==> images/cell_classes.png <==
Scale: 3 px per µm. Fill, decap, tap and diode cells in grey.
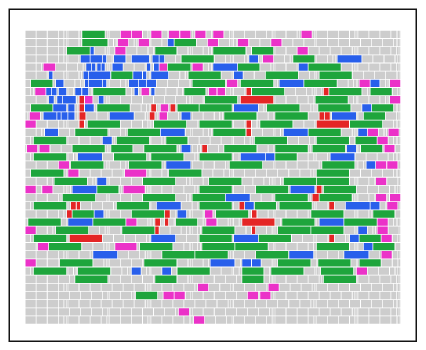
==> images/registers.png <==
Scale: 3 px per µm. Other sequential cells in the stronger grey, the rest of the logic in the fainter grey.
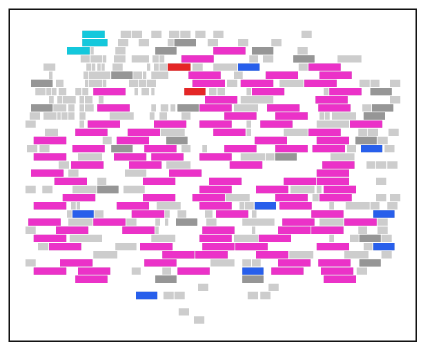
==> images/clock_map.png <==
Scale: 4 px per µm.
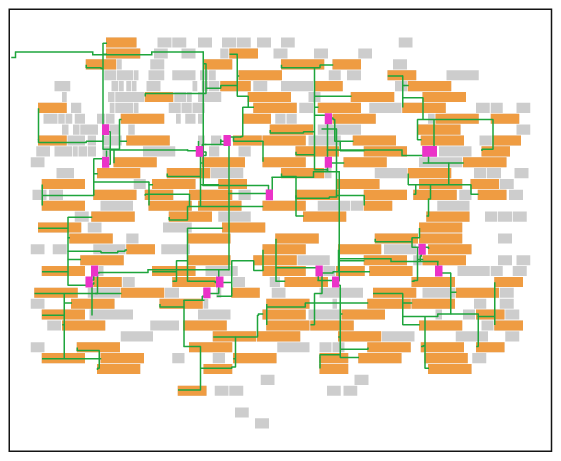
<file path="src/rtl/hw2_operand_issue.sv">
// hw2_operand_issue: operand FIFO feeding a clock-gated (a +/- b) * c datapath.
// Tuples are queued, presented one per cycle on registered outputs with an
// issue strobe (the datapath clock-gate enable), and the datapath result is
// tagged by a valid pipeline matched to the datapath latency.
module hw2_operand_issue #(
   parameter int WIDTH = 8,
   parameter int DEPTH = 4,
   parameter int LAT   = 1
) (
   input  logic                       i_clk,
   input  logic                       i_rst,
   input  logic                       i_in_valid,
   output logic                       o_in_ready,
   input  logic [WIDTH-1:0]           i_in_a,
   input  logic [WIDTH-1:0]           i_in_b,
   input  logic [WIDTH-1:0]           i_in_c,
   input  logic                       i_in_s,
   input  logic                       i_pause,
   output logic [WIDTH-1:0]           o_a,
   output logic [WIDTH-1:0]           o_b,
   output logic [WIDTH-1:0]           o_c,
   output logic                       o_s,
   output logic                       o_issue,
   input  logic [2*WIDTH-1:0]         i_d,
   output logic                       o_res_valid,
   output logic [2*WIDTH-1:0]         o_res_data,
   output logic [$clog2(DEPTH):0]     o_count
);

   localparam int AW = $clog2(DEPTH);
   localparam int EW = 3*WIDTH + 1;

   logic [EW-1:0]    r_mem [DEPTH];
   logic [AW-1:0]    r_wptr;
   logic [AW-1:0]    r_rptr;
   logic [AW:0]      r_count;
   logic [WIDTH-1:0] r_a;
   logic [WIDTH-1:0] r_b;
   logic [WIDTH-1:0] r_c;
   logic             r_s;
   logic             r_issue;
   logic [LAT-1:0]   r_vpipe;

   logic             w_full;
   logic             w_push;
   logic             w_pop;

   // Ready depends only on registered occupancy: a pop in the same cycle
   // does not open the input, so there is no combinational ready path.
   assign w_full = (r_count == (AW+1)'(DEPTH));
   assign w_push = i_in_valid && !w_full;
   assign w_pop  = (r_count != '0) && !i_pause;

   // Storage array: written on accept, never reset (contents are data only).
   always_ff @(posedge i_clk) begin
      if (w_push) begin
         r_mem[r_wptr] <= {i_in_a, i_in_b, i_in_c, i_in_s};
      end
   end

   // Pointers and occupancy; pointers wrap naturally since DEPTH is 2^AW.
   always_ff @(posedge i_clk) begin
      if (i_rst) begin
         r_wptr  <= '0;
         r_rptr  <= '0;
         r_count <= '0;
      end else begin
         if (w_push) r_wptr <= r_wptr + 1'b1;
         if (w_pop)  r_rptr <= r_rptr + 1'b1;
         case ({w_push, w_pop})
            2'b10:   r_count <= r_count + 1'b1;
            2'b01:   r_count <= r_count - 1'b1;
            default: r_count <= r_count;
         endcase
      end
   end

   // Presentation registers: load on pop, otherwise hold so the gated
   // datapath inputs do not toggle while idle.
   always_ff @(posedge i_clk) begin
      if (i_rst) begin
         r_a     <= '0;
         r_b     <= '0;
         r_c     <= '0;
         r_s     <= 1'b1;
         r_issue <= 1'b0;
      end else begin
         r_issue <= w_pop;
         if (w_pop) begin
            {r_a, r_b, r_c, r_s} <= r_mem[r_rptr];
         end
      end
   end

   // Result-valid pipeline, LAT stages deep, fed by the issue strobe.
   generate
      if (LAT == 1) begin : g_vpipe_one
         always_ff @(posedge i_clk) begin
            if (i_rst) r_vpipe <= '0;
            else       r_vpipe <= r_issue;
         end
      end else begin : g_vpipe_many
         always_ff @(posedge i_clk) begin
            if (i_rst) r_vpipe <= '0;
            else       r_vpipe <= {r_vpipe[LAT-2:0], r_issue};
         end
      end
   endgenerate

   assign o_in_ready  = !w_full;
   assign o_a         = r_a;
   assign o_b         = r_b;
   assign o_c         = r_c;
   assign o_s         = r_s;
   assign o_issue     = r_issue;
   assign o_res_valid = r_vpipe[LAT-1];
   assign o_res_data  = i_d;
   assign o_count     = r_count;

endmodule

</file>
<file path="config.mk">
export PLATFORM = sky130hd
export DESIGN_NAME = hw2_operand_issue
export DESIGN_NICKNAME = d
export VERILOG_FILES = /design/src/rtl/hw2_operand_issue.sv
export SDC_FILE = /design/constraint.sdc
export NUM_CORES = 1
export LEC_CHECK = 0
export ABC_CLOCK_PERIOD_IN_PS = 2850
export CAP_MARGIN = 0
export CORE_ASPECT_RATIO = 0.8
export CORE_MARGIN = 5
export CORE_UTILIZATION = 40
export CTS_BUF_LIST = sky130_fd_sc_hd__clkbuf_2
export DETAILED_ROUTE_END_ITERATION = 10
export SETUP_SLACK_MARGIN = 0.4
export SLEW_MARGIN = 20
export SYNTH_ARGS = -nofsm -noshare
export SYNTH_HDL_FRONTEND = slang
export SYNTH_SLANG_ARGS = --single-unit
</file>
<file path="constraint.sdc">
create_clock -name i_clk -period 2.85 [get_ports i_clk]
set_clock_uncertainty 0.1 [all_clocks]
set_input_delay 0.285 -clock i_clk [delete_from_list [all_inputs] [get_ports i_clk]]
set_output_delay 0.285 -clock i_clk [all_outputs]
set_load 0.05 [all_outputs]
</file>
==> results.txt <==
fresh numbers from the pnr run: outcome finished clean, peak supply drop roughly 0.36 mV, WP data arrival approximately 2800 ps, Max Root-Sink Buffers 2, XOR/XNOR Area Share 0.003493, placed cell area around 5700 µm², Syn Inst Count around 260, largest net degree at the start of global routing 26, Final Worst Setup Slack 515.5 ps, area delta synth->final 19.64%, Top-area cell share 0.5988, Dominant comb cell multiplexers, unrepaired setup endpoints after global routing false, routability cong. just over 0.7, Worst R2R End o_count[2], global-route wire length before repair 14.29 mm, hold violation total from the final report 0, drt initial violations ~130, Top FF cell, synth edfxtp_1, WL final 8.964 mm, DR WL/cell between 15 and 20 µm, Synth Seq Share 0.7345, Yosys reg bits ~130, vias in the first global route about 2.6k, met2 usage 0.2006, Post-Synth Simple-Gate Area 0.02320, pwr/cell area 871.5 nW/µm², Hold Path Depth 1, Critical Path Start o_count[2], post-route setup TNS 0 ps, cell count listed in synth_stat.txt about 260, AND-OR/OR-AND Cells, Area Fraction 0.06188, Top Layout Cells edfxtp_1, clkdlybuf4s50_1, dfxtp_1, clock transition at the registers of the reported paths around 200 ps, Yosys top cell by instances edfxtp_1, Clk pwr share 0.232, WL met3 roughly 500 µm, GRT met1 Usage 0.1718, post-route minimum period about 2300 ps, Slowest cell on crit path dfxtp_4, chip area line of the yosys report approximately 5000 µm², top post-synthesis cells by count edfxtp_1, dfxtp_1, mux4_2, a22o_1, buf_4, Crit. path cell count 8, Cell area leaders edfxtp_1, dfxtp_1, mux4_2, CTS tree done, Placed Instances 471, Syn Area/Cell just under 20 µm², Flop pwr share 0.479, met2 wire length ~4.2 mm, die area 14,890 µm², IO buf count roughly 60, OpenROAD warnings 29, initial antenna violation count 0, M1 WL 4.093 mm, crit-path cells or3b_4 -> nand2_1 -> ha_1 -> inv_1 -> fa_1 -> xor2_1 -> or3_1 -> a21oi_1, DRC 0, FF-to-FF Start o_count[2], Tcrit/Tclk final 0.8191, worst hold-check path type in -> reg, Worst path max stage delay approximately 410 ps, pre-CTS setup slack 319.1 ps, final setup vio count 0, Slew @ Worst Pin roughly 550 ps, busiest grt layer met2, Crit Path Max Fanout 6, grt total ovfl 0, Net Sw Power about 1.7 mW, met3 usage 0.04855, fa+ha+maj area frac 0.01647, WP buf/inv 1, Top Consumer sequential cells, post-DP HPWL 5.570 mm
About cell_classes.png:
- flip-flops: green (cells 134; share of their area 64%)
- other buffers and delay cells: magenta (cells 70; share of their area 12%)
- clock drivers and dummy loads: red (cells 32; share of their area 4.5%)
- all other logic: blue (cells 97; share of their area 19%)
core area: 12,250 µm²
Final Cell Area: 6000 µm²
fin util: 0.4897
Cell Rows: 36

About registers.png:
- `o_count`: cyan (placed flops 3)
- `r_rptr`: red (placed flops 2)
- `r_mem`: magenta (placed flops 100)
- `o_a`: blue (placed flops 8)
- not coloured: 21
register area: 3691 µm²
Seq/total area: 0.6152

About clock_map.png:
- cells driving clock nets: magenta (count 17)
- flip-flops: orange (count 134)
- clock wires: green (length 1,490 µm)
- routed clock nets: 18

==> area by class of cell <==
class	instances	area, µm²	share of cell area
flip-flops and latches	134	3691	0.6152
multi-input cells	90	1099	0.1831
repair buffers	70	711.9	0.1187
well taps	171	214.0	0.03566
clock inverters	12	157.7	0.02628
clock buffers	20	100.1	0.01668
inverters	7	26.28	0.004380
==> repair_timing <==
action,CTS,global route
hold buffers,0,0
endpoints found under the setup margin,2,1
setup buffers,0,1
resized,4,0
pin swaps,0,0
hold endpoints to repair,0,0
==> flip-flops by register name (all words and copies together), names as in the netlist <==
name / flops
r_mem: 100
o_a: 8
o_b: 8
o_c: 8
o_count: 3
r_rptr: 2
r_wptr: 2
o_issue: 1
o_res_valid: 1
o_s: 1
Power is estimated from default activity; no workload was simulated.
